**config.mk**
```make
export PLATFORM = sky130hd
export DESIGN_NAME = syscall_console
export DESIGN_NICKNAME = d
export VERILOG_FILES = /design/src/rtl/syscall_console.sv
export SDC_FILE = /design/constraint.sdc
export NUM_CORES = 1
export LEC_CHECK = 0
export CORE_UTILIZATION = 27
export CTS_CLUSTER_DIAMETER = 60
export DETAILED_ROUTE_END_ITERATION = 8
export GPL_TIMING_DRIVEN = 0
export PLACE_DENSITY = 0.44
export SYNTH_ARGS = -nofsm -noshare
export SYNTH_HDL_FRONTEND = slang
export SYNTH_SLANG_ARGS = --single-unit
```
**constraint.sdc**
```tcl
create_clock -name clk -period 8.4 [get_ports clk]
set_input_delay 1.68 -clock clk [delete_from_list [all_inputs] [get_ports clk]]
set_output_delay 1.68 -clock clk [all_outputs]
set_load 0.01 [all_outputs]
```
**src/rtl/syscall_console.sv**
```systemverilog
// syscall_console: services SYSCALL requests ($v0/$a0) by streaming console bytes or halting the CPU.
// Build with `define SYSCALL_READ_CHAR_EN to add the read_char service (code 12) and its rx/wb ports.
//  state     | meaning
//  IDLE      | waiting for syscall_valid; done pulses here on return
//  CHAR      | holding a0[7:0] on the console until accepted
//  STR_FETCH | word read of the current string byte
//  STR_EMIT  | holding a string byte on the console until accepted
//  INT_SIGN  | emits '-' for negative a0, loads magnitude
//  INT_DIGIT | repeated subtraction per decimal digit, then emit
//  EXIT      | raises halt and done
//  HALTED    | absorbing until reset
//  RX_WAIT   | read_char: waiting on rx_valid (optional build)
module syscall_console #(
    parameter int MAX_STR_LEN = 256,
    parameter int ADDR_W      = 32
) (
    input  logic              clk,
    input  logic              rst_n,
    input  logic              syscall_valid,
    input  logic [31:0]       sys_call_reg,
    input  logic [31:0]       std_out_address,
    output logic              stall,
    output logic              done,
    output logic              halt,
    output logic              err,
    output logic              mem_req,
    output logic [ADDR_W-1:0] mem_addr,
    input  logic [31:0]       mem_rdata,
    input  logic              mem_ack,
    output logic [7:0]        tx_data,
    output logic              tx_valid,
    input  logic              tx_ready
`ifdef SYSCALL_READ_CHAR_EN
    ,
    input  logic [7:0]        rx_data,
    input  logic              rx_valid,
    output logic              rx_ready,
    output logic              wb_en,
    output logic [31:0]       wb_data
`endif
);

    localparam int CNT_W = $clog2(MAX_STR_LEN + 1);

    typedef enum logic [3:0] {
        IDLE,
        CHAR,
        STR_FETCH,
        STR_EMIT,
        INT_SIGN,
        INT_DIGIT,
        EXIT,
        HALTED,
        RX_WAIT
    } state_t;

    state_t            state;
    logic [31:0]       a0;
    logic [ADDR_W-1:0] addr;
    logic [CNT_W-1:0]  count;
    logic [31:0]       mag;
    logic [3:0]        pow_idx;
    logic [3:0]        digit;
    logic              started;
    logic              last_digit;

    logic [7:0]        fetch_byte;
    logic [ADDR_W-1:0] addr_inc;
    logic [CNT_W-1:0]  count_inc;
    logic [31:0]       pow_val;

    assign stall     = syscall_valid | (state != IDLE) | halt;
    assign addr_inc  = addr + ADDR_W'(1);
    assign count_inc = count + CNT_W'(1);

    always_comb begin
        fetch_byte = mem_rdata[7:0];
        case (addr[1:0])
            2'd0: fetch_byte = mem_rdata[7:0];
            2'd1: fetch_byte = mem_rdata[15:8];
            2'd2: fetch_byte = mem_rdata[23:16];
            2'd3: fetch_byte = mem_rdata[31:24];
            default: fetch_byte = mem_rdata[7:0];
        endcase
    end

    always_comb begin
        pow_val = 32'd1;
        case (pow_idx)
            4'd0: pow_val = 32'd1;
            4'd1: pow_val = 32'd10;
            4'd2: pow_val = 32'd100;
            4'd3: pow_val = 32'd1000;
            4'd4: pow_val = 32'd10000;
            4'd5: pow_val = 32'd100000;
            4'd6: pow_val = 32'd1000000;
            4'd7: pow_val = 32'd10000000;
            4'd8: pow_val = 32'd100000000;
            4'd9: pow_val = 32'd1000000000;
            default: pow_val = 32'd1;
        endcase
    end

    always_ff @(posedge clk or negedge rst_n) begin
        if (!rst_n) begin
            state      <= IDLE;
            done       <= 1'b0;
            halt       <= 1'b0;
            err        <= 1'b0;
            mem_req    <= 1'b0;
            mem_addr   <= '0;
            tx_data    <= 8'h00;
            tx_valid   <= 1'b0;
            a0         <= 32'h0;
            addr       <= '0;
            count      <= '0;
            mag        <= 32'h0;
            pow_idx    <= 4'd0;
            digit      <= 4'd0;
            started    <= 1'b0;
            last_digit <= 1'b0;
`ifdef SYSCALL_READ_CHAR_EN
            rx_ready   <= 1'b0;
            wb_en      <= 1'b0;
            wb_data    <= 32'h0;
`endif
        end else begin
            done <= 1'b0;
`ifdef SYSCALL_READ_CHAR_EN
            wb_en <= 1'b0;
`endif
            case (state)
                IDLE: begin
                    if (syscall_valid) begin
                        a0 <= std_out_address;
                        case (sys_call_reg)
                            32'd1: state <= INT_SIGN;
                            32'd4: begin
                                addr     <= std_out_address[ADDR_W-1:0];
                                count    <= '0;
                                mem_req  <= 1'b1;
                                mem_addr <= {std_out_address[ADDR_W-1:2], 2'b00};
                                state    <= STR_FETCH;
                            end
                            32'd10: state <= EXIT;
                            32'd11: begin
                                tx_data  <= std_out_address[7:0];
                                tx_valid <= 1'b1;
                                state    <= CHAR;
                            end
`ifdef SYSCALL_READ_CHAR_EN
                            32'd12: begin
                                rx_ready <= 1'b1;
                                state    <= RX_WAIT;
                            end
`endif
                            default: begin
                                err  <= 1'b1;
                                done <= 1'b1;
                            end
                        endcase
                    end
                end

                CHAR: begin
                    if (tx_ready) begin
                        tx_valid <= 1'b0;
                        done     <= 1'b1;
                        state    <= IDLE;
                    end
                end

                STR_FETCH: begin
                    if (mem_ack) begin
                        mem_req <= 1'b0;
                        if (fetch_byte == 8'h00) begin
                            done  <= 1'b1;
                            state <= IDLE;
                        end else begin
                            tx_data  <= fetch_byte;
                            tx_valid <= 1'b1;
                            state    <= STR_EMIT;
                        end
                    end
                end

                STR_EMIT: begin
                    if (tx_ready) begin
                        tx_valid <= 1'b0;
                        addr     <= addr_inc;
                        count    <= count_inc;
                        if (count_inc == CNT_W'(MAX_STR_LEN)) begin
                            err   <= 1'b1;
                            done  <= 1'b1;
                            state <= IDLE;
                        end else begin
                            mem_req  <= 1'b1;
                            mem_addr <= {addr_inc[ADDR_W-1:2], 2'b00};
                            state    <= STR_FETCH;
                        end
                    end
                end

                INT_SIGN: begin
                    pow_idx    <= 4'd9;
                    digit      <= 4'd0;
                    started    <= 1'b0;
                    last_digit <= 1'b0;
                    if (a0[31]) begin
                        // two's-complement negate; 0x80000000 stays 0x80000000 = 2147483648 unsigned
                        mag      <= -a0;
                        tx_data  <= 8'h2D;
                        tx_valid <= 1'b1;
                    end else begin
                        mag <= a0;
                    end
                    state <= INT_DIGIT;
                end

                INT_DIGIT: begin
                    if (tx_valid) begin
                        if (tx_ready) begin
                            tx_valid <= 1'b0;
                            if (last_digit) begin
                                done  <= 1'b1;
                                state <= IDLE;
                            end
                        end
                    end else if (mag >= pow_val) begin
                        mag   <= mag - pow_val;
                        digit <= digit + 4'd1;
                    end else begin
                        digit <= 4'd0;
                        if ((digit != 4'd0) || started || (pow_idx == 4'd0)) begin
                            tx_data  <= 8'h30 + {4'h0, digit};
                            tx_valid <= 1'b1;
                            started  <= 1'b1;
                        end
                        if (pow_idx == 4'd0) begin
                            last_digit <= 1'b1;
                        end else begin
                            pow_idx <= pow_idx - 4'd1;
                        end
                    end
                end

                EXIT: begin
                    halt  <= 1'b1;
                    done  <= 1'b1;
                    state <= HALTED;
                end

                HALTED: state <= HALTED;

`ifdef SYSCALL_READ_CHAR_EN
                RX_WAIT: begin
                    if (rx_valid) begin
                        rx_ready <= 1'b0;
                        wb_en    <= 1'b1;
                        wb_data  <= {24'h0, rx_data};
                        done     <= 1'b1;
                        state    <= IDLE;
                    end
                end
`endif

                default: state <= IDLE;
            endcase
        end
    end

endmodule

```
==> images/util_map.png <==
The die is cut into 20 by 20 equal tiles; white is low, dark blue is high, 0 to 100% covered.
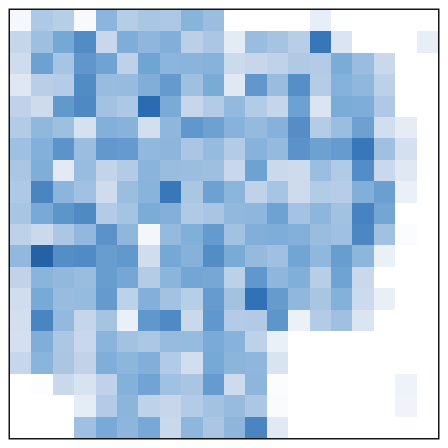
20% of the tiles are nearly empty. The fullest tile reaches 80%. The mean over all tiles is 32%.

==> images/ff_map.png <==
Other sequential cells in the stronger gray, the rest of the logic in the fainter gray.
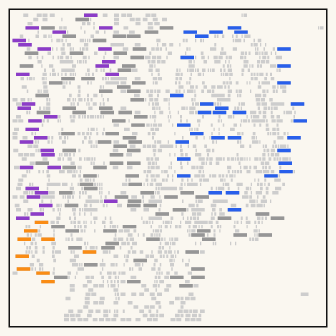
Blue is `mag`, flops 32. Orange is `count`, flops 9, where lower left. Purple is `mem_addr`, flops 30.
Another 90 sequential cells are not colored.
Reg area: 4030 um^2
Seq/total area: 0.295
final core utilization: 0.343

==> impl_results.rst <==
Implementation results
======================

.. list-table::
   :header-rows: 1

   * - Metric
     - Value
   * - Registers, synthesis
     - 161
   * - Hold Path Origin
     - mem_addr[3]
   * - Endpoint with the worst hold slack
     - mem_addr[3]
   * - Share of the cycle needed by the critical path after routing
     - 0.580
   * - Top Ports
     - 147
   * - Number of buffers added to fix hold violations after cts
     - 0
   * - Post-Layout Cell Count
     - 2017
   * - Number of nets in the layout
     - 1626
   * - Max-slew headroom at the worst pin
     - 0.383
   * - Share of cells above drive strength 1
     - 0.0590
   * - Placement Setup Slack
     - 3.18 ns
   * - Nature of the critical path startpoint
     - primary input
   * - Most congested layer reported by global routing
     - met2
   * - Ranking of synthesized cells by area
     - sky130_fd_sc_hd__dfrtp_1 (37%), sky130_fd_sc_hd__o21ai_0 (5.9%), sky130_fd_sc_hd__nand2_1 (5.9%)
   * - Reported max-cap violation count
     - 0
   * - Worst endpoint data arrival time
     - 3.19 ns
   * - Top cells excl fill/tap
     - sky130_fd_sc_hd__nand2_1 (171), sky130_fd_sc_hd__dfrtp_1 (161), sky130_fd_sc_hd__clkdlybuf4s50_1 (142), sky130_fd_sc_hd__o21ai_0 (129), sky130_fd_sc_hd__nor2_1 (120)
   * - Htree depth
     - 4
   * - Antenna diodes
     - 0
   * - Number of placed instances with taps included
     - 1985
   * - Via count of the first global-routing pass
     - 10600
   * - Buffers plus inverters on the worst setup path
     - 2
   * - Post-detail-place hpwl
     - 30400 um
   * - Setup TNS
     - 0 ns
   * - FF-to-FF Start
     - pow_idx[0]
   * - CP delay by family, top
     - buffers and inverters
   * - Worst-path cell chain
     - clkdlybuf4s50_1 -> or4_1 -> clkdlybuf4s50_1
   * - Floorplan die area
     - 41300 um^2
   * - Asr flop ratio synth
     - 1.00
   * - Worst path required time
     - 6.72 ns
   * - FP Util
     - 0.275
   * - GP Congestion
     - 0.879
   * - Drt initial violations
     - 768
   * - Clock insertion delay at the later pin of the skew report
     - 0.45 ns
   * - Yosys warning tally
     - 0
   * - Area fraction in and, or, nand and nor cells after synthesis
     - 0.201
   * - Root buffer selected by CTS
     - sky130_fd_sc_hd__clkbuf_16
   * - Syn_area_per_cell
     - 8.32 um^2
   * - Met1 track demand over resource in global routing
     - 0.261
   * - Reg-to-reg endpoint
     - mag[22]
   * - Core Footprint
     - 39800 um^2
   * - Depth of the most critical reg-to-reg path
     - 16
   * - Biggest cell delay along the critical path
     - 0.53 ns
   * - Number of buffers inserted during clock tree synthesis
     - 17
   * - Post-CTS Setup Inserts
     - 0
   * - Critical path destination
     - stall
   * - 1st-pass router iterations
     - 6
   * - Leakage power of the design
     - 0.00586 uW
   * - Global-route wire length before repair
     - 62500 um
   * - Clk buf depth
     - 2
   * - Final number of setup-violating endpoints
     - 0
   * - Ranking of synthesized cells by instance count
     - sky130_fd_sc_hd__nand2_1 (171), sky130_fd_sc_hd__dfrtp_1 (161), sky130_fd_sc_hd__o21ai_0 (129)
   * - Slack of the worst reg-to-reg path
     - 3.61 ns
   * - Combined global-route utilization of all metal layers
     - 0.197
   * - Total gr overflow
     - 0
   * - Start-to-end type of the worst setup path
     - in -> out
   * - Number of cells on the worst hold path
     - 2
   * - Critical Path Sink Type
     - primary output
   * - Synth unique cells
     - 65
   * - Die height
     - 203 um
   * - Most repeated cell in the gate-level netlist after synthesis
     - sky130_fd_sc_hd__nand2_1
   * - Synthesized instance count
     - 1314
   * - Final setup margin
     - 3.53 ns
   * - Hold Crit Class
     - reg -> reg
   * - Tool warning count
     - 38
   * - Adder and majority cell fraction of the synthesized area
     - 0.0533
   * - Met2 layer usage reported by global route
     - 0.325
   * - Time the worst path needs with I/O delays and setup
     - 4.87 ns
   * - Number of fillers in the final layout
     - 4292
   * - CP max FO
     - 4
   * - Power per unit of standard cell area
     - 342 nW/um^2
   * - Synth-to-layout area growth
     - 25.0%
   * - Count of vias placed by the detailed router
     - 10500
   * - Total met2 wirelength after detailed routing
     - 18800 um
   * - Post-Place Cell Area
     - 13100 um^2
   * - Drt wl/cell
     - 19.6 um
   * - Final-layout worst hold slack
     - 0.483 ns
   * - Yosys top cell area share
     - 0.368
   * - Count of buffers inserted at the top-level ports
     - 143
   * - Dominant synthesized flop cell
     - sky130_fd_sc_hd__dfrtp_1
   * - XOR/XNOR Fraction of Synth Area
     - 0.0641
   * - Final std cell area, no fill
     - 13700 um^2
   * - PostCTS Resize Cnt
     - 0
   * - Total length of routed wires
     - 39600 um
   * - Run status
     - complete, no violations
   * - Most frequently placed logic cell in the final layout
     - sky130_fd_sc_hd__nand2_1
   * - Total power of the final layout
     - 4680 uW
   * - Setup crit start
     - syscall_valid
   * - Main logic family
     - AND-OR/OR-AND gates
   * - Cell occurring most often along the worst timing path
     - sky130_fd_sc_hd__clkdlybuf4s50_1
   * - Drt drc
     - 0
   * - Max Freq
     - 205 MHz
   * - Peak VDD IR
     - 0.148 mV
   * - Synthesized-area fraction occupied by ao, oa, aoi and oai cells
     - 0.226
   * - Max Clock Skew
     - 0.0195 ns
   * - Unrepaired setup endpoints after global routing
     - no
   * - Yosys Chip Area
     - 10900 um^2
   * - Final number of max-transition violations
     - 0
   * - Uppermost signal routing layer after detailed routing
     - met4
   * - Number of failing hold endpoints at the final stage
     - 0
   * - Site Rows
     - 73
   * - GR met3 Demand/Resource
     - 0.0336
   * - Pin slew with the least headroom to its limit
     - 0.913 ns
   * - Number of antenna violations at the first check in global routing
     - 0
   * - Number of vias per cell
     - 5.19
   * - Cell total in the yosys stat output
     - 1314
   * - Met1 wire length
     - 18400 um
   * - Routed length on met3
     - 1430 um
   * - ANT nets after route
     - 0
   * - Post-synthesis sequential area ratio
     - 0.368
   * - TritonCTS clock tree
     - built
   * - Horiz. Die Dim
     - 203 um
   * - CTS sink cnt
     - 161
   * - Count of flip-flops with a built-in enable after synthesis
     - 0
   * - Maximum number of pins on one net before global-route repair
     - 111
   * - Number of stages on the worst setup path
     - 3
   * - Cell accounting for the most synthesized area
     - sky130_fd_sc_hd__dfrtp_1
   * - Clock edge transition at the registers on the reported setup and hold paths
     - 0.07 ns
   * - Multiplexer share of the synthesized area
     - 0.0476
   * - Crit path max-delay cell type
     - sky130_fd_sc_hd__or4_1
   * - Synthesized cell area
     - 10900 um^2
==> images/m1.png <==
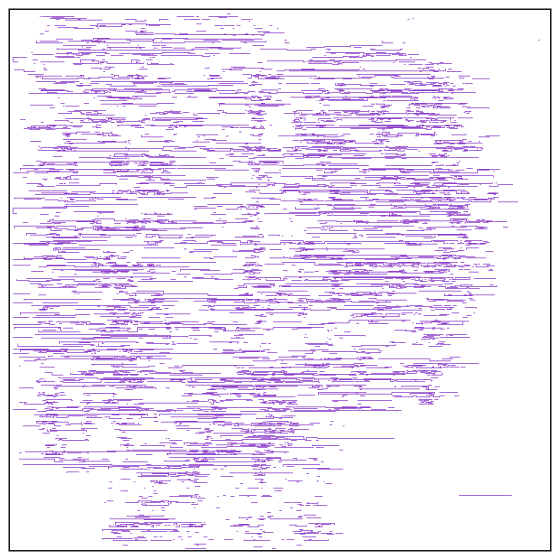
The layer holds 47% of the routed length. 1516 nets have wire on it.

==> final cells by class <==
cell class              instances  area (um^2)  area share
plain buffers                  78          317      0.0232
well taps                     525          657      0.0481
inverters                      31          116     0.00851
clock inverters                14          171      0.0125
multi-input cells            1045         6480       0.474
flip-flops and latches        161         4030       0.295
clock buffers                  18          429      0.0314
repair buffers                145         1470       0.108
==> sequential cells by signal, summed over array words and instances, names as in the netlist, 3 cells and up <==
| signal | count |
|---|---|
| a0 | 32 |
| addr | 32 |
| mag | 32 |
| mem_addr | 30 |
| count | 9 |
| tx_data | 8 |
| digit | 4 |
| pow_idx | 4 |
| state | 3 |
==> report_power, final <==
group          switching [uW]  internal [uW]  leakage (uW)
combinational            1590           1080       0.00350
sequential                188           1000       0.00207
clock                     377            450      0.000289
total                    2150           2530       0.00586
Power figures rest on the tool's default switching activity, not on a simulated workload.
